File: config.mk
export PLATFORM = sky130hd
export DESIGN_NAME = mxu_sequencer
export DESIGN_NICKNAME = d
export VERILOG_FILES = /design/src/rtl/mxu_sequencer.sv
export SDC_FILE = /design/constraint.sdc
export NUM_CORES = 1
export LEC_CHECK = 0
export CORE_ASPECT_RATIO = 1.2
export CORE_MARGIN = 2
export CORE_UTILIZATION = 25
export DETAILED_ROUTE_END_ITERATION = 6
export GPL_TIMING_DRIVEN = 1
export PLACE_DENSITY = 0.53
export SYNTH_ARGS = -nofsm -noshare
export SYNTH_HDL_FRONTEND = slang
export SYNTH_SLANG_ARGS = --single-unit
File: constraint.sdc
create_clock -name clk -period 4.21 [get_ports clk]
set_clock_uncertainty 0.1 [all_clocks]
set_input_delay 0.6315 -clock clk [delete_from_list [all_inputs] [get_ports clk]]
set_output_delay 0.6315 -clock clk [all_outputs]
set_load 0.005 [all_outputs]
File: src/rtl/mxu_sequencer.sv
// -----------------------------------------------------------------------------
// mxu_sequencer
//   Drives an N x N output-stationary systolic MXU through one C = A x B
//   (or C += A x B) operation: loads A and B from a word memory, skews them
//   into the west/north feed lanes, drains the MXU pipeline and writes the
//   N*N result words back.
//
// Ports
//   clk, rst                 clock, synchronous active-high reset
//   start, accumulate        operation request (IDLE only), keep accumulators
//   a_addr, b_addr, c_addr   base word addresses (row-major N*N matrices)
//   busy, done               operation in progress / one-cycle completion pulse
//   mem_rd_en/_addr/_data    read port, data returns one cycle after request
//   mem_wr_en/_addr/_data    write port, one word per cycle
//   mxu_ce, mxu_clear        MXU clock enable and accumulator clear
//   north_input, west_input  feed lanes, lane k at [(k+1)*NUM_SIZE-1 : k*NUM_SIZE]
//   mxu_result               C[i][j] at slice i*N+j
//   dbg_state                current FSM state (IDLE=0 .. DONE=5)
//
// Handshake: start is a level sampled only while IDLE; while busy it is
// ignored. done is high for exactly the one DONE cycle, after which the block
// is back in IDLE and may accept start on the following cycle.
// -----------------------------------------------------------------------------
module mxu_sequencer #(
    parameter int NUM_SIZE    = 16,
    parameter int GRID_SIZE   = 2,
    parameter int ADDR_WIDTH  = 5,
    parameter int MXU_LATENCY = 1
) (
    input  logic                              clk,
    input  logic                              rst,
    input  logic                              start,
    input  logic                              accumulate,
    input  logic [ADDR_WIDTH-1:0]             a_addr,
    input  logic [ADDR_WIDTH-1:0]             b_addr,
    input  logic [ADDR_WIDTH-1:0]             c_addr,
    output logic                              busy,
    output logic                              done,
    output logic                              mem_rd_en,
    output logic [ADDR_WIDTH-1:0]             mem_rd_addr,
    input  logic [NUM_SIZE-1:0]               mem_rd_data,
    output logic                              mem_wr_en,
    output logic [ADDR_WIDTH-1:0]             mem_wr_addr,
    output logic [NUM_SIZE-1:0]               mem_wr_data,
    output logic                              mxu_ce,
    output logic                              mxu_clear,
    output logic [NUM_SIZE*GRID_SIZE-1:0]     north_input,
    output logic [NUM_SIZE*GRID_SIZE-1:0]     west_input,
    input  logic [NUM_SIZE*GRID_SIZE*GRID_SIZE-1:0] mxu_result,
    output logic [2:0]                        dbg_state
);

    localparam int N     = GRID_SIZE;
    localparam int NN    = N * N;
    localparam int SLOTS = 3 * N - 2;
    localparam int CW    = 8;

    localparam logic [CW-1:0] NN_C       = CW'(NN);
    localparam logic [CW-1:0] RD_CNT     = CW'(2 * NN);
    localparam logic [CW-1:0] LOAD_LAST  = CW'(2 * NN);
    localparam logic [CW-1:0] FEED_LAST  = CW'(SLOTS - 1);
    localparam logic [CW-1:0] DRAIN_LAST = CW'(MXU_LATENCY - 1);
    localparam logic [CW-1:0] WRITE_LAST = CW'(NN - 1);

    typedef enum logic [2:0] {
        S_IDLE  = 3'd0,
        S_LOAD  = 3'd1,
        S_FEED  = 3'd2,
        S_DRAIN = 3'd3,
        S_WRITE = 3'd4,
        S_DONE  = 3'd5
    } state_t;

    state_t                state_q, state_d;
    logic [CW-1:0]         cnt_q, cnt_d;
    logic [ADDR_WIDTH-1:0] a_q, b_q, c_q;
    logic                  acc_q;
    logic [NUM_SIZE-1:0]   west_q  [N][SLOTS];
    logic [NUM_SIZE-1:0]   north_q [N][SLOTS];

    // State register, operation context and skew buffers
    always_ff @(posedge clk) begin
        if (rst) begin
            state_q <= S_IDLE;
            cnt_q   <= '0;
            a_q     <= '0;
            b_q     <= '0;
            c_q     <= '0;
            acc_q   <= 1'b0;
            for (int i = 0; i < N; i++) begin
                for (int s = 0; s < SLOTS; s++) begin
                    west_q[i][s]  <= '0;
                    north_q[i][s] <= '0;
                end
            end
        end else begin
            state_q <= state_d;
            cnt_q   <= cnt_d;
            if (state_q == S_IDLE && start) begin
                a_q   <= a_addr;
                b_q   <= b_addr;
                c_q   <= c_addr;
                acc_q <= accumulate;
                // Slots not written during LOAD must feed zeros
                for (int i = 0; i < N; i++) begin
                    for (int s = 0; s < SLOTS; s++) begin
                        west_q[i][s]  <= '0;
                        north_q[i][s] <= '0;
                    end
                end
            end
            // LOAD cycle c receives the word requested in cycle c-1:
            // words 0..NN-1 are A row-major, NN..2NN-1 are B row-major.
            if (state_q == S_LOAD) begin
                for (int r = 0; r < N; r++) begin
                    for (int k = 0; k < N; k++) begin
                        if (cnt_q == CW'(r * N + k + 1))
                            west_q[r][r + k] <= mem_rd_data;
                        if (cnt_q == CW'(NN + k * N + r + 1))
                            north_q[r][r + k] <= mem_rd_data;
                    end
                end
            end
        end
    end

    // Next-state and phase counter
    always_comb begin
        state_d = state_q;
        case (state_q)
            S_IDLE:  if (start)                state_d = S_LOAD;
            S_LOAD:  if (cnt_q == LOAD_LAST)   state_d = S_FEED;
            S_FEED:  if (cnt_q == FEED_LAST)   state_d = S_DRAIN;
            S_DRAIN: if (cnt_q == DRAIN_LAST)  state_d = S_WRITE;
            S_WRITE: if (cnt_q == WRITE_LAST)  state_d = S_DONE;
            S_DONE:                            state_d = S_IDLE;
            default:                           state_d = S_IDLE;
        endcase
        cnt_d = (state_d != state_q || state_q == S_IDLE) ? '0 : cnt_q + 1'b1;
    end

    // Outputs
    always_comb begin
        busy        = (state_q != S_IDLE);
        done        = (state_q == S_DONE);
        mem_rd_en   = 1'b0;
        mem_rd_addr = '0;
        mem_wr_en   = 1'b0;
        mem_wr_addr = '0;
        mem_wr_data = '0;
        mxu_ce      = 1'b0;
        mxu_clear   = 1'b0;
        north_input = '0;
        west_input  = '0;
        dbg_state   = state_q;
        case (state_q)
            S_LOAD: begin
                mxu_clear = (cnt_q == '0) && !acc_q;
                if (cnt_q < RD_CNT) begin
                    mem_rd_en = 1'b1;
                    if (cnt_q < NN_C)
                        mem_rd_addr = a_q + ADDR_WIDTH'(cnt_q);
                    else
                        mem_rd_addr = b_q + ADDR_WIDTH'(cnt_q - NN_C);
                end
            end
            S_FEED: begin
                mxu_ce = 1'b1;
                for (int l = 0; l < N; l++) begin
                    for (int s = 0; s < SLOTS; s++) begin
                        if (cnt_q == CW'(s)) begin
                            west_input[l*NUM_SIZE +: NUM_SIZE]  = west_q[l][s];
                            north_input[l*NUM_SIZE +: NUM_SIZE] = north_q[l][s];
                        end
                    end
                end
            end
            S_DRAIN: mxu_ce = 1'b1;
            S_WRITE: begin
                mem_wr_en   = 1'b1;
                mem_wr_addr = c_q + ADDR_WIDTH'(cnt_q);
                for (int m = 0; m < NN; m++) begin
                    if (cnt_q == CW'(m))
                        mem_wr_data = mxu_result[m*NUM_SIZE +: NUM_SIZE];
                end
            end
            default: ;
        endcase
    end

endmodule

Figure 1. Metal layers overlaid.
Scale: 2 px per µm.
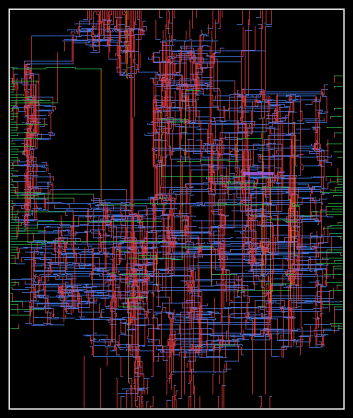
purple -> met5  # wire length 13.8 µm
blue -> met1  # wire length 11400 µm
orange -> met4  # wire length 577 µm
red -> met2  # wire length 12500 µm
green -> met3  # wire length 1390 µm
Routed wire per std cell: 18.4 µm
via count: 6692
total routing resource utilization after global routing: 15.4%
Post-Route WL: 25900 µm

Figure 2. Clock distribution.
Scale: 1.5 px per µm.
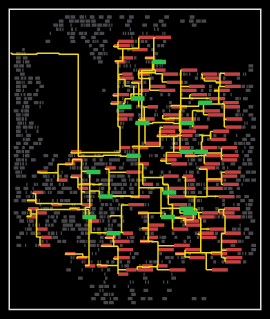
red -> flip-flops  # count 155
yellow -> clock wires  # length 2140 µm
green -> cells driving clock nets  # count 17
routed clock nets = 18
clock network power share: 42.8%
clk latency late pin: 0.43 ns
Power Clock: 1.54 mW

==> results.txt <==
The implementation run finished. In this run the critical path is formed by ha_1 -> clkinvlp_4 -> nor4_4 -> buf_4 -> a22oi_1 -> nor2_1 -> clkdlybuf4s50_1. The worst register-to-register path has a depth of 6. The script parses the final routing iteration and logs DRC violations as 0. Routing usage on met1 landed at 19.2%.

Post-synth the commonest register cell is edfxtp_1. The routed design shows a via density per instance of 4.75. Sorting the synthesized cells by area gives the leading types as edfxtp_1 (36%), dfxtp_1 (15%), and2_1 (5.4%). Total count of hold-check failures in the final report landed at 0.

In the final report, the number of pins over their slew limit comes to 0. The script reports the combined buffer and inverter count of the critical path as 3. Adder and majority gate portion of the synthesized area landed at 3.75%. Setup repair after global routing left no endpoint under its margin.

Number of diodes added for antenna fixing landed at 0. The flow ran to the end, and the final reports show no timing, DRC or antenna violations. Yosys-reported design area after synthesis landed at 0.00793 mm². Dividing the synthesized area by the synthesized cell count gives 9.78 µm². After synthesis, the largest area contributor takes up 36.3% of total cell area. Wire segments on met3 add up to 1390 µm in the final route. On met2, the global router reports a usage of 26.2%.

Counting buffers and inverters, the worst setup path is 7 cells deep. Of the post-synthesis cell area, the part taken by muxes is 2.54%. Clock tree synthesis selected as its root buffer the cell clkbuf_16.

Sequential cell area landed at 0.00406 mm². Across the run, the number of max-cap violations was 0. Tally of filler cells in the layout landed at 3242. Global routing finished with a remaining overflow of 0.

From left edge to right edge, the die measures 167 µm. Routed signal wires occupy layers up through met5. Note, the detailed placer reported a final HPWL of 17600 µm. The synthesized design spends more area on one cell type than any other, namely edfxtp_1. Cell count listed in synth_stat.txt landed at 811. STA classifies the critical path endpoint as an output pin. Slew of the pin with the lowest slew margin landed at 0.778 ns. Maximum level of the CTS H-tree landed at 4. Maximum operating frequency landed at 252 MHz. In this run the deepest clock path goes through 2 buffers. The mapped netlist covers 0.00793 mm².

The timing report shows that the slowest cell on the worst path is dfxtp_1. Weighted congestion at the end of routability-driven global placement landed at 0.784. The flow reported a cell area power density of 325 mW/mm². The critical path maximum fanout is 33.

The launch point of the critical path was reported as cnt_q[1]$_SDFF_PP0_. Fraction of layout instances using a drive strength above 1 landed at 7.93%. Multi-input logic area landed at 0.00362 mm². Synthesis produced a netlist whose cell count is 811.

The worst hold path belongs to the class reg2reg. The launch point of the worst min-delay path is recorded as west_q[1][19]$_SDFFE_PP0P_. Clock cells make up 5.39% of the layout cell area. After clock tree synthesis, the setup repair step added 0 buffers. Number of ordinary and repair buffers in the finished layout landed at 226. After detailed placement, the total cell area comes to 0.0104 mm². Multi-input logic gates represent a cell area share of 32.8%. In the final layout, flip-flops and latches take up 36.8% of the cell area. CTS sink count landed at 155. The kind of cell with the highest combined delay along the critical path is buffers and inverters.

Looking at the VDD voltage map, the peak drop is 0.249 mV. Number of flip-flops and latches landed at 155. Headroom to the max-slew limit landed at 48.0%. Period utilization landed at 94.2%.
[metrics by stage]
| step | worst slack (ns) | std cells | total power [mW] | util [%] |
|---|---|---|---|---|
| after floorplan | 0.889 | 811 | 1.88 | - |
| after global placement | 0.674 | 1378 | 2.09 | 33.4 |
| after detailed placement | 0.592 | 1378 | 2.09 | 33.4 |
| after CTS | 0.119 | 1410 | 3.64 | 35.3 |
| after global routing | 0.0297 | 1410 | 3.73 | 35.3 |
| final | 0.244 | 1410 | 3.59 | 35.3 |
[cell usage in the layout (no fill, tap or decap), types with 14 or more instances in the layout]
master             n
inv_1             14
clkdlybuf4s50_1  197
a21oi_1           39
nor2_1            99
nand2_1          107
and3_1            54
ha_1              19
clkbuf_16         17
a22oi_1           56
mux2i_1           19
and2_1            68
edfxtp_1          96
o21ai_0           17
buf_4             28
a221o_1           16
dfxtp_1           59
[final timing paths]
kind / to / slack [ns]
worst min-delay path: west_q[1][19]$_SDFFE_PP0P_ / 0.35
worst min register to register: west_q[1][19]$_SDFFE_PP0P_ / 0.35
worst max register to register: west_q[0][28]$_SDFFCE_PP0P_ / 1.13
worst max-delay path: west_input[30] / 0.24
[state kept, by name, summed over array words and instances (netlist names)]
| register | cells |
|---|---|
| a_q | 5 |
| west_q | 64 |
| acc_q | 1 |
| b_q | 5 |
| north_q | 64 |
| dbg_state | 3 |
| c_q | 5 |
| cnt_q | 8 |
[where the power goes]
part	internal (mW)	switching, mW
combinational	0.156	0.197
sequential	1.68	0.0268
clock	0.799	0.737
total	2.63	0.961
[cells by family (layout without fill, tap and decap cells)]
family,after synthesis,after routing
multiplexers,20,20
AND/OR/NAND/NOR,372,372
flip-flops,155,155
XOR/XNOR,15,15
buffers and inverters,75,273
adder cells (fa/ha/maj),22,22
AND-OR/OR-AND,152,152
Power and IR drop assume default switching activity.
